<file path="src/rtl/led_seq_pkg.sv">
// led_seq_pkg
// Shared definitions for the LED pattern sequencer:
//   mode_e   - pattern modes selected by the 3-bit switch input
//   dir_e    - ping-pong travel direction
//   init_led - value loaded into the LED register when a mode is entered
package led_seq_pkg;

    typedef enum logic [2:0] {
        MODE_OFF      = 3'd0,
        MODE_ON       = 3'd1,
        MODE_ROTL     = 3'd2,
        MODE_ROTR     = 3'd3,
        MODE_PINGPONG = 3'd4,
        MODE_COUNT    = 3'd5,
        MODE_BLINK    = 3'd6,
        MODE_FILL     = 3'd7
    } mode_e;

    typedef enum logic {
        DIR_LEFT  = 1'b0,
        DIR_RIGHT = 1'b1
    } dir_e;

    localparam logic [7:0] LED_ALL_OFF = 8'h00;
    localparam logic [7:0] LED_ALL_ON  = 8'hFF;
    localparam logic [7:0] LED_LSB     = 8'h01;
    localparam logic [7:0] LED_MSB     = 8'h80;
    localparam logic [7:0] LED_BLINK_A = 8'h55;

    function automatic logic [7:0] init_led(input mode_e m);
        logic [7:0] v;
        case (m)
            MODE_OFF:      v = LED_ALL_OFF;
            MODE_ON:       v = LED_ALL_ON;
            MODE_ROTL:     v = LED_LSB;
            MODE_ROTR:     v = LED_MSB;
            MODE_PINGPONG: v = LED_LSB;
            MODE_COUNT:    v = LED_ALL_OFF;
            MODE_BLINK:    v = LED_BLINK_A;
            MODE_FILL:     v = LED_ALL_OFF;
            default:       v = LED_ALL_OFF;
        endcase
        return v;
    endfunction

endpackage

</file>
<file path="src/rtl/led_tick_gen.sv">
// led_tick_gen
// Prescaler for the pattern sequencer. Counts enabled cycles 0..TICK_DIV-1
// and flags the cycle in which the count sits at its last value.
// Ports:
//   clk    - clock, all updates on rising edge
//   rst    - synchronous active-high reset
//   enable - count advances only while high, holds otherwise
//   clear  - synchronous restart of the count at 0 (wins over enable)
//   tick   - combinational: enable high and count at TICK_DIV-1
module led_tick_gen #(
    parameter int TICK_DIV = 4
) (
    input  logic clk,
    input  logic rst,
    input  logic enable,
    input  logic clear,
    output logic tick
);

    localparam int CNT_W = (TICK_DIV > 1) ? $clog2(TICK_DIV) : 1;
    localparam logic [CNT_W-1:0] CNT_LAST = CNT_W'(TICK_DIV - 1);

    logic [CNT_W-1:0] cnt_q;
    logic [CNT_W-1:0] cnt_d;
    logic             at_last;

    assign at_last = (cnt_q == CNT_LAST);

    always_comb begin
        cnt_d = cnt_q;
        if (clear) begin
            cnt_d = '0;
        end else if (enable) begin
            cnt_d = at_last ? '0 : cnt_q + CNT_W'(1);
        end
    end

    always_ff @(posedge clk) begin
        if (rst) begin
            cnt_q <= '0;
        end else begin
            cnt_q <= cnt_d;
        end
    end

    assign tick = enable & at_last;

endmodule

</file>
<file path="src/rtl/led_pattern_sequencer.sv">
// led_pattern_sequencer
// Drives an 8-bit LED bank with one of eight patterns chosen by switch.
// The pattern advances once every TICK_DIV enabled cycles.
// Ports:
//   clk    - clock, all updates on rising edge
//   rst    - synchronous active-high reset
//   enable - high: prescaler and pattern advance; low: everything holds
//   switch - pattern mode select, compared against the held mode every cycle
//   led    - current pattern (register output)
//   step   - one-cycle pulse while led shows a freshly stepped value
//
// state (mode) | meaning
// OFF          | led fixed at 0x00
// ON           | led fixed at 0xFF
// ROTL         | single lit bit rotating left
// ROTR         | single lit bit rotating right
// PINGPONG     | single lit bit bouncing between bit 0 and bit 7
// COUNT        | binary up-counter, wraps 0xFF -> 0x00
// BLINK        | alternates 0x55 / 0xAA
// FILL         | fills with ones from bit 0, then clears to 0x00
module led_pattern_sequencer
    import led_seq_pkg::*;
#(
    parameter int TICK_DIV = 4
) (
    input  logic       clk,
    input  logic       rst,
    input  logic       enable,
    input  logic [2:0] switch,
    output logic [7:0] led,
    output logic       step
);

    mode_e      mode_q, mode_d;
    dir_e       dir_q,  dir_d;
    logic [7:0] led_q,  led_d;
    logic       step_q, step_d;

    mode_e      sw_mode;
    logic       mode_chg;
    logic       tick;
    logic       step_ev;
    logic [7:0] led_nxt;
    dir_e       dir_nxt;

    assign sw_mode  = mode_e'(switch);
    assign mode_chg = (sw_mode != mode_q);
    // A mode change restarts the prescaler and suppresses any step due
    // in the same cycle.
    assign step_ev  = tick & ~mode_chg;

    led_tick_gen #(
        .TICK_DIV (TICK_DIV)
    ) u_tick_gen (
        .clk    (clk),
        .rst    (rst),
        .enable (enable),
        .clear  (mode_chg),
        .tick   (tick)
    );

    // State register
    always_ff @(posedge clk) begin
        if (rst) begin
            mode_q <= MODE_OFF;
            dir_q  <= DIR_LEFT;
            led_q  <= LED_ALL_OFF;
            step_q <= 1'b0;
        end else begin
            mode_q <= mode_d;
            dir_q  <= dir_d;
            led_q  <= led_d;
            step_q <= step_d;
        end
    end

    // Next pattern value for the held mode
    always_comb begin
        led_nxt = led_q;
        dir_nxt = dir_q;
        case (mode_q)
            MODE_OFF:  led_nxt = LED_ALL_OFF;
            MODE_ON:   led_nxt = LED_ALL_ON;
            MODE_ROTL: led_nxt = {led_q[6:0], led_q[7]};
            MODE_ROTR: led_nxt = {led_q[0], led_q[7:1]};
            MODE_PINGPONG: begin
                // Direction flips at the ends so each end is shown only once.
                if (dir_q == DIR_LEFT) begin
                    if (led_q == LED_MSB) begin
                        led_nxt = 8'h40;
                        dir_nxt = DIR_RIGHT;
                    end else begin
                        led_nxt = {led_q[6:0], 1'b0};
                    end
                end else begin
                    if (led_q == LED_LSB) begin
                        led_nxt = 8'h02;
                        dir_nxt = DIR_LEFT;
                    end else begin
                        led_nxt = {1'b0, led_q[7:1]};
                    end
                end
            end
            MODE_COUNT: led_nxt = led_q + 8'd1;
            MODE_BLINK: led_nxt = ~led_q;
            MODE_FILL:  led_nxt = (led_q == LED_ALL_ON) ? LED_ALL_OFF
                                                        : {led_q[6:0], 1'b1};
            default:    led_nxt = LED_ALL_OFF;
        endcase
    end

    // Next-state selection: mode change > step > hold
    always_comb begin
        mode_d = mode_q;
        dir_d  = dir_q;
        led_d  = led_q;
        step_d = 1'b0;
        if (mode_chg) begin
            mode_d = sw_mode;
            dir_d  = DIR_LEFT;
            led_d  = init_led(sw_mode);
        end else if (step_ev) begin
            dir_d  = dir_nxt;
            led_d  = led_nxt;
            step_d = 1'b1;
        end
    end

    // Outputs straight from registers
    assign led  = led_q;
    assign step = step_q;

endmodule

</file>
<file path="config.mk">
export PLATFORM = sky130hd
export DESIGN_NAME = led_pattern_sequencer
export DESIGN_NICKNAME = d
export VERILOG_FILES = /design/src/rtl/led_seq_pkg.sv /design/src/rtl/led_tick_gen.sv /design/src/rtl/led_pattern_sequencer.sv
export SDC_FILE = /design/constraint.sdc
export NUM_CORES = 1
export LEC_CHECK = 0
export CORE_ASPECT_RATIO = 1.25
export CORE_UTILIZATION = 50
export CTS_BUF_LIST = sky130_fd_sc_hd__clkbuf_2 sky130_fd_sc_hd__clkbuf_4 sky130_fd_sc_hd__clkbuf_8
export DETAILED_ROUTE_END_ITERATION = 16
export PLACE_DENSITY = 0.72
export SYNTH_ARGS = -nofsm -noshare
export SYNTH_HDL_FRONTEND = slang
export SYNTH_HIERARCHICAL = 1
export SYNTH_SLANG_ARGS = --single-unit
</file>
<file path="constraint.sdc">
create_clock -name clk -period 4.1 [get_ports clk]
set_input_delay 0.82 -clock clk [delete_from_list [all_inputs] [get_ports clk]]
set_output_delay 0.82 -clock clk [all_outputs]
set_load 0.005 [all_outputs]
</file>
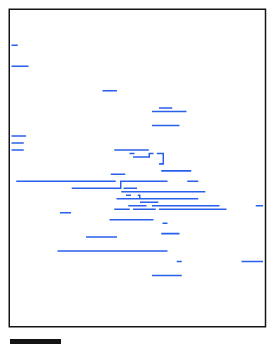
Fig. 1. M3 wires.
Bar = 10 um.
The layer holds 6.2% of the routed length. The wires run mostly horizontal. The longest straight run is 21.2 um. The layer carries 218 um of wire. 27 nets have wire on it.
total wirelength of the detailed-routed design: 3523 um
global routing usage on met3: 3.457%

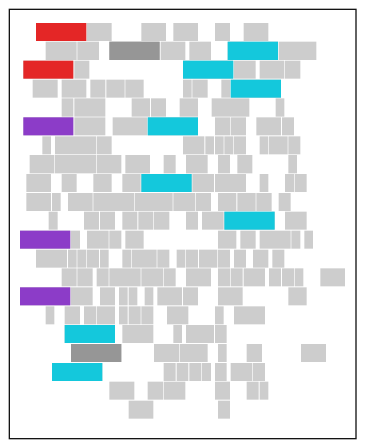
Fig. 2. Sequential cells colored by netlist name.
Other sequential cells in the stronger gray, the rest of the logic in the fainter gray.
Red marks `u_tick_gen/cnt_q`, placed flops 2. Purple marks `mode_q`, placed flops 3. Cyan marks `led`, placed flops 8.
Another 2 sequential cells are not colored.

==> impl_metrics.tcl <==
# flow metrics
set metrics [dict create \
    slew_headroom_pct 50.88 \
    area.share.sequential_pct 19.61 \
    die_x_um 49.71 \
    worst-endpoint-arrival_ps 2750 \
    lay_top_count "dfxtp_1" \
    post_synth.cell_area_avg_sq_um 8.037 \
    cp-end-kind "flop" \
    synthXorXnorAreaFrac_pct 3.430 \
    synth_top_flop_cell "dfxtp_1" \
    num-fill-cells 254 \
    drive_gt1_share_pct 11.11 \
    inverters_excl_clock 9 \
    clk_pin_slew_worst_paths_ps 90 \
    pin_count_of_the_biggest_net_entering_global_routing 21 \
    yosys-mux-area-fraction_pct 3.078 \
    use_met2_pct 45.17 \
    post_synth_num_cell_types 56 \
    yosys.stat.seqShare_pct 21.11 \
    setup_slack_ps 1524 \
    sequential_area_sq_um 300.3 \
    tool_warnings 29 \
    wire_length_of_the_first_global_routing_pass_um 5658 \
    n_clock_buffer 3 \
    drv_slew 0 \
    number_of_flip_flops_under_the_largest_register_name 8 \
    fin_util_pct 57.14 \
    finalInstanceArea_sq_um 1531 \
    power_density_nw_per_um2 236.8 \
    drv_cap 0 \
    cts_made_buffers 3 \
    rows 21 \
    power_frac_clock_pct 24.8 \
    post-place-cells 210 \
    cellInternalPower_w 0.0002369 \
    run_status "finished clean" \
    combinational_fraction_of_design_power_pct 27.3 \
    gpl.final_weighted_congestion 0.9460 \
    p_sw_share_pct 34.67 \
    grt_busiest_layer "met2" \
    simple_gate_area_share_pct 26.03 \
]
